## config.mk

```make
export PLATFORM = sky130hd
export DESIGN_NAME = uart_alu_cmd_ctrl
export DESIGN_NICKNAME = d
export VERILOG_FILES = /design/src/rtl/uart_alu_pkg.sv /design/src/rtl/uart_gap_timer.sv /design/src/rtl/uart_alu_cmd_ctrl.sv
export SDC_FILE = /design/constraint.sdc
export NUM_CORES = 1
export LEC_CHECK = 0
export CAP_MARGIN = 30
export CORE_MARGIN = 10
export CORE_UTILIZATION = 50
export DETAILED_ROUTE_END_ITERATION = 10
export PLACE_DENSITY = 0.75
export SLEW_MARGIN = 20
export SYNTH_ARGS = -nofsm -noshare
export SYNTH_HDL_FRONTEND = slang
export SYNTH_SLANG_ARGS = --single-unit
export TNS_END_PERCENT = 20
```

## constraint.sdc

```tcl
create_clock -name clk -period 4.8 [get_ports clk]
set_input_delay 0.48 -clock clk [delete_from_list [all_inputs] [get_ports clk]]
set_output_delay 0.48 -clock clk [all_outputs]
set_load 0.005 [all_outputs]
```

## src/rtl/uart_alu_pkg.sv

```systemverilog
// Shared definitions for the UART-to-ALU command controller.
//   state_t        : controller FSM state encoding
//   *_BYTE_DEF     : default frame marker / status byte values
//   FRAME_LEN      : number of bytes in a command frame (SYNC, OP, A, B, CHK)
//   sat_inc8       : saturating 8-bit increment used by the error counter
package uart_alu_pkg;

    typedef enum logic [3:0] {
        ST_IDLE      = 4'd0,
        ST_GET_OP    = 4'd1,
        ST_GET_A     = 4'd2,
        ST_GET_B     = 4'd3,
        ST_GET_CHK   = 4'd4,
        ST_LATCH     = 4'd5,
        ST_TX_STAT   = 4'd6,
        ST_WAIT_STAT = 4'd7,
        ST_TX_RES    = 4'd8,
        ST_WAIT_RES  = 4'd9
    } state_t;

    localparam logic [7:0] SYNC_BYTE_DEF = 8'hA5;
    localparam logic [7:0] ACK_BYTE_DEF  = 8'h06;
    localparam logic [7:0] NAK_BYTE_DEF  = 8'h15;
    localparam int         FRAME_LEN     = 5;

    function automatic logic [7:0] sat_inc8(input logic [7:0] value);
        return (value == 8'hFF) ? value : value + 8'd1;
    endfunction

endpackage

```

## src/rtl/uart_gap_timer.sv

```systemverilog
// Inter-byte gap timer. Counts baud ticks while enabled and raises a
// single-cycle timeout pulse once TIMEOUT_TICKS ticks have elapsed since
// the last clear.
//   clk       : system clock
//   reset     : asynchronous active-low reset
//   i_tick    : baud tick pulse
//   i_clear   : restart the count (entry into a frame / accepted byte)
//   i_enable  : count only while a frame is being received
//   o_timeout : one-cycle pulse when the gap limit is reached
module uart_gap_timer #(
    parameter int TIMEOUT_TICKS = 640
) (
    input  logic clk,
    input  logic reset,
    input  logic i_tick,
    input  logic i_clear,
    input  logic i_enable,
    output logic o_timeout
);

    localparam int            CW    = $clog2(TIMEOUT_TICKS + 1);
    localparam logic [CW-1:0] LIMIT = CW'(TIMEOUT_TICKS);

    logic [CW-1:0] count_reg;
    logic          fired_reg;

    // The count parks at LIMIT; fired_reg keeps the pulse to a single cycle
    // even if the consumer stays enabled.
    always_ff @(posedge clk or negedge reset) begin
        if (!reset) begin
            count_reg <= '0;
            fired_reg <= 1'b0;
        end else if (i_clear || !i_enable) begin
            count_reg <= '0;
            fired_reg <= 1'b0;
        end else begin
            if (i_tick && (count_reg != LIMIT))
                count_reg <= count_reg + 1'b1;
            if (o_timeout)
                fired_reg <= 1'b1;
        end
    end

    assign o_timeout = i_enable && !fired_reg && (count_reg == LIMIT);

endmodule

```

## src/rtl/uart_alu_cmd_ctrl.sv

```systemverilog
// Framed command controller between uart_rx/uart_tx and the ALU.
// Collects SYNC, OP, A, B, CHK; on a good XOR checksum commits OP/A/B to the
// ALU, then replies with STATUS (ACK/NAK) and RESULT bytes.
//   clk, reset          : system clock, asynchronous active-low reset
//   i_tick              : baud tick (drives the inter-byte gap timer)
//   i_rx_data/i_rx_valid: received byte and its one-cycle strobe
//   i_tx_done           : transmitter finished the current byte
//   i_alu_result        : combinational ALU output
//   o_tx_data/o_tx_start: byte to send and one-cycle send request
//   o_A, o_B, o_op      : operands/opcode of the last accepted frame
//   o_busy              : high whenever the FSM is not IDLE
//   o_err_count         : saturating count of timeouts + checksum failures
module uart_alu_cmd_ctrl
    import uart_alu_pkg::*;
#(
    parameter int             N             = 8,
    parameter int             TIMEOUT_TICKS = 640,
    parameter logic [N-1:0]   SYNC_BYTE     = N'(SYNC_BYTE_DEF),
    parameter logic [N-1:0]   ACK_BYTE      = N'(ACK_BYTE_DEF),
    parameter logic [N-1:0]   NAK_BYTE      = N'(NAK_BYTE_DEF)
) (
    input  logic         clk,
    input  logic         reset,
    input  logic         i_tick,
    input  logic [N-1:0] i_rx_data,
    input  logic         i_rx_valid,
    input  logic         i_tx_done,
    input  logic [N-1:0] i_alu_result,
    output logic [N-1:0] o_tx_data,
    output logic         o_tx_start,
    output logic [N-1:0] o_A,
    output logic [N-1:0] o_B,
    output logic [N-1:0] o_op,
    output logic         o_busy,
    output logic [7:0]   o_err_count
);

    state_t       state_reg, state_next;
    logic [N-1:0] op_s, a_s, b_s;
    logic [N-1:0] op_reg, a_reg, b_reg;
    logic [N-1:0] status_q, result_q;
    logic         ack_q;
    logic [7:0]   err_count_reg;

    logic         timer_enable, timer_clear, timeout;
    logic         frame_ok, frame_bad, timeout_err;
    logic [N-1:0] tx_data_next;
    logic         tx_start_next;

    // Timer control depends only on state and the rx strobe, never on the
    // timeout itself, so there is no combinational loop through the FSM.
    assign timer_enable = (state_reg == ST_GET_OP) || (state_reg == ST_GET_A) ||
                          (state_reg == ST_GET_B)  || (state_reg == ST_GET_CHK);
    assign timer_clear  = i_rx_valid &&
                          (timer_enable || ((state_reg == ST_IDLE) && (i_rx_data == SYNC_BYTE)));

    uart_gap_timer #(
        .TIMEOUT_TICKS(TIMEOUT_TICKS)
    ) u_gap_timer (
        .clk      (clk),
        .reset    (reset),
        .i_tick   (i_tick),
        .i_clear  (timer_clear),
        .i_enable (timer_enable),
        .o_timeout(timeout)
    );

    always_ff @(posedge clk or negedge reset) begin
        if (!reset)
            state_reg <= ST_IDLE;
        else
            state_reg <= state_next;
    end

    // Next state and the transmit interface. A byte arriving in the same
    // cycle as a timeout takes priority.
    always_comb begin
        state_next    = state_reg;
        frame_ok      = 1'b0;
        frame_bad     = 1'b0;
        timeout_err   = 1'b0;
        tx_start_next = 1'b0;
        tx_data_next  = '0;
        case (state_reg)
            ST_IDLE: begin
                if (i_rx_valid && (i_rx_data == SYNC_BYTE))
                    state_next = ST_GET_OP;
            end
            ST_GET_OP, ST_GET_A, ST_GET_B: begin
                if (i_rx_valid) begin
                    case (state_reg)
                        ST_GET_OP: state_next = ST_GET_A;
                        ST_GET_A:  state_next = ST_GET_B;
                        default:   state_next = ST_GET_CHK;
                    endcase
                end else if (timeout) begin
                    state_next  = ST_IDLE;
                    timeout_err = 1'b1;
                end
            end
            ST_GET_CHK: begin
                if (i_rx_valid) begin
                    state_next = ST_LATCH;
                    if (i_rx_data == (op_s ^ a_s ^ b_s))
                        frame_ok = 1'b1;
                    else
                        frame_bad = 1'b1;
                end else if (timeout) begin
                    state_next  = ST_IDLE;
                    timeout_err = 1'b1;
                end
            end
            ST_LATCH: begin
                state_next = ST_TX_STAT;
            end
            ST_TX_STAT: begin
                tx_start_next = 1'b1;
                tx_data_next  = status_q;
                state_next    = ST_WAIT_STAT;
            end
            ST_WAIT_STAT: begin
                tx_data_next = status_q;
                if (i_tx_done)
                    state_next = ST_TX_RES;
            end
            ST_TX_RES: begin
                tx_start_next = 1'b1;
                tx_data_next  = result_q;
                state_next    = ST_WAIT_RES;
            end
            ST_WAIT_RES: begin
                tx_data_next = result_q;
                if (i_tx_done)
                    state_next = ST_IDLE;
            end
            default: begin
                state_next = ST_IDLE;
            end
        endcase
    end

    // Frame datapath: shadows, committed ALU inputs, response bytes, errors.
    always_ff @(posedge clk or negedge reset) begin
        if (!reset) begin
            op_s          <= '0;
            a_s           <= '0;
            b_s           <= '0;
            op_reg        <= '0;
            a_reg         <= '0;
            b_reg         <= '0;
            status_q      <= '0;
            result_q      <= '0;
            ack_q         <= 1'b0;
            err_count_reg <= '0;
        end else begin
            if (i_rx_valid) begin
                if (state_reg == ST_GET_OP) op_s <= i_rx_data;
                if (state_reg == ST_GET_A)  a_s  <= i_rx_data;
                if (state_reg == ST_GET_B)  b_s  <= i_rx_data;
            end
            if (frame_ok) begin
                op_reg   <= op_s;
                a_reg    <= a_s;
                b_reg    <= b_s;
                status_q <= ACK_BYTE;
                ack_q    <= 1'b1;
            end
            if (frame_bad) begin
                status_q <= NAK_BYTE;
                ack_q    <= 1'b0;
            end
            // The ALU sees the newly committed operands one cycle after CHK.
            if (state_reg == ST_LATCH)
                result_q <= ack_q ? i_alu_result : '0;
            if (frame_bad || timeout_err)
                err_count_reg <= sat_inc8(err_count_reg);
        end
    end

    assign o_tx_data   = tx_data_next;
    assign o_tx_start  = tx_start_next;
    assign o_A         = a_reg;
    assign o_B         = b_reg;
    assign o_op        = op_reg;
    assign o_busy      = (state_reg != ST_IDLE);
    assign o_err_count = err_count_reg;

endmodule

```

Figure 1. Supply network.
The bar under the picture is 20 um long. Pins as bars on the die edge. Tap cells in grey.
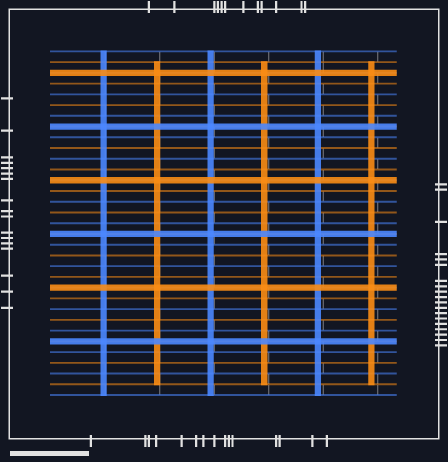
Blue stands for VSS. Orange stands for VDD.
6 straps on met5. 33 met1 rails follow the rows. 6 straps on met4. The core has 32 rows. 102 tap cells.

==> impl_metrics.tcl <==
# flow metrics
set metrics [dict create \
    max-vdd-ir-drop_uv 276 \
    clock-sinks 82 \
    drt-vias-per-instance 5.21 \
    synth_nets 345 \
    grt_max_degree 44 \
    area_growth_pct 23.1 \
    synth_flop_count 82 \
    power_density_nw_per_um2 477 \
    layout-drive-gt1-share_pct 20.5 \
    max_freq_mhz 366 \
    final_cells 493 \
    drc 0 \
    cts_resized 0 \
    dpl.cell_count 476 \
    drtIter0Drc 94 \
    ys_area_sq_um 3910 \
    p_leak_nw 2.07 \
    dr.pass1.iters 4 \
    yosys.area.top_type "dfrtp_1" \
    track_usage_pct 14.3 \
    coreArea_sq_um 7650 \
    status "completed" \
    portBuffers 62 \
    min_period_over_period_pct 56.9 \
    htreeDepth 3 \
    routabilityCongestion 0.796 \
    cts_buffers 9 \
    warnings 27 \
    period_minus_slack_ns 2.73 \
    synth-edff-count 0 \
    ys_seq_share_pct 52.5 \
    rsz0062_at_grt "no" \
    critPathCaptureType "output pin" \
    pre_cts_ws_ns 1.61 \
    synthCells 321 \
    largest_register_ff_count 10 \
    start_kind "flip-flop" \
]
Figure 2. Placed cells, one colour a class.
The bar under the picture is 20 um long.
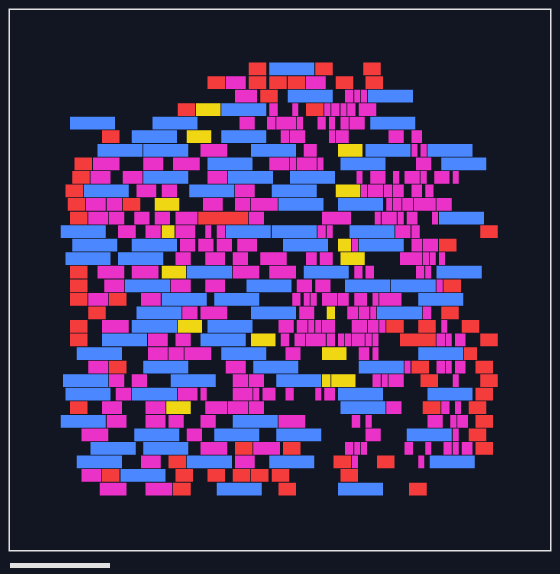
Red stands for remaining buffers and delay cells, cells 64, share of their area 14%. Yellow stands for clock drivers and dummy loads, cells 16, share of their area 4.1%. Magenta stands for remaining logic cells, cells 229, share of their area 38%. Blue stands for registers, cells 82, share of their area 44%.

[routing by layer]
layer	vias to the layer above	GRT usage [%]	wire length, um
met2	64	21.7	3810
met3	10	4.10	492
met4	0	6.03	114
met1	1249	18.6	3560
li1	1245	-	-
met5	-	0	0
[worst max-delay path, stage by stage (launching register included)]
cell and delay [ns]:
dfrtp_1 0.54, nor3b_2 0.56, nor2_1 0.14, nor2_1 0.14, clkdlybuf4s50_1 0.52
[layout make-up]
cell class	instances	area (sq um)
flip-flops and latches	82	2050
well taps	102	128
multi-input cells	222	1750
inverters	7	26.3
repair buffers	64	666
clock buffers	12	165
clock inverters	4	25.0
fillers	624	2840
[per-stage QoR]
| step | hold WS, ns | instance area, sq um | util (%) | power (W) |
|---|---|---|---|---|
| floorplan | 0.184 | 3910 | - | 0.00160 |
| global placement | 0.456 | 4570 | 59.8 | 0.00181 |
| detailed placement | 0.464 | 4590 | 60.0 | 0.00184 |
| CTS | 0.130 | 4780 | 62.5 | 0.00232 |
| global route | 0.159 | 4810 | 62.9 | 0.00245 |
| finish | 0.127 | 4810 | 62.9 | 0.00230 |
[where the power goes]
group	leakage [nW]	internal [W]	switching (W)	total [W]
logic	0.909	0.000426	0.000338	0.000764
registers	1.07	0.000875	0.000183	0.00106
clock network	0.0944	0.000229	0.000244	0.000473
total	2.07	0.00153	0.000765	0.00230
[kinds of logic (layout without fill, tap and decap cells)]
| family | count (synthesis) | in the layout | synth area share [%] |
|---|---|---|---|
| and+or+nand+nor | 95 | 95 | 12.9 |
| adders and majority gates | 3 | 3 | 0.961 |
| buffers and inverters | 17 | 87 | 2.75 |
| AOI/OAI and AO/OA | 34 | 34 | 5.54 |
| muxes | 54 | 54 | 17.3 |
| DFF | 82 | 82 | 52.5 |
| xor gates and xnor gates | 36 | 36 | 8.07 |
[final timing paths]
path	from	end	slack, ns	cells past startpoint
min	reset	result_q[7]$_DFFE_PN0P_	0.13	1
min reg2reg	result_q[3]$_DFFE_PN0P_	result_q[3]$_DFFE_PN0P_	0.48	2
max	state_reg[1]$_DFFE_PN0P_	o_tx_start	2.07	4
min in group clk	result_q[3]$_DFFE_PN0P_	result_q[3]$_DFFE_PN0P_	0.48	2
max in group asynchronous	reset	b_s[5]$_DFFE_PN0P_	4.07	2
max reg2reg	op_s[2]$_DFFE_PN0P_	o_B[3]$_DFFE_PN0P_	2.42	7
[placed cells by master, fill, tap and decap left out, drive strengths merged, types with 5 or more instances in the layout]
cell type | netlist | routed
dfrtp | 82 | 82
nand2 | 35 | 35
nor2 | 20 | 20
and2 | 5 | 5
o21ai | 12 | 12
mux2 | 53 | 53
a21oi | 6 | 6
clkdlybuf4s50 | 0 | 61
inv | 7 | 7
xor2 | 15 | 15
nand3 | 9 | 9
xnor2 | 21 | 21
clkbuf | 7 | 12
Power and IR drop assume default switching activity.
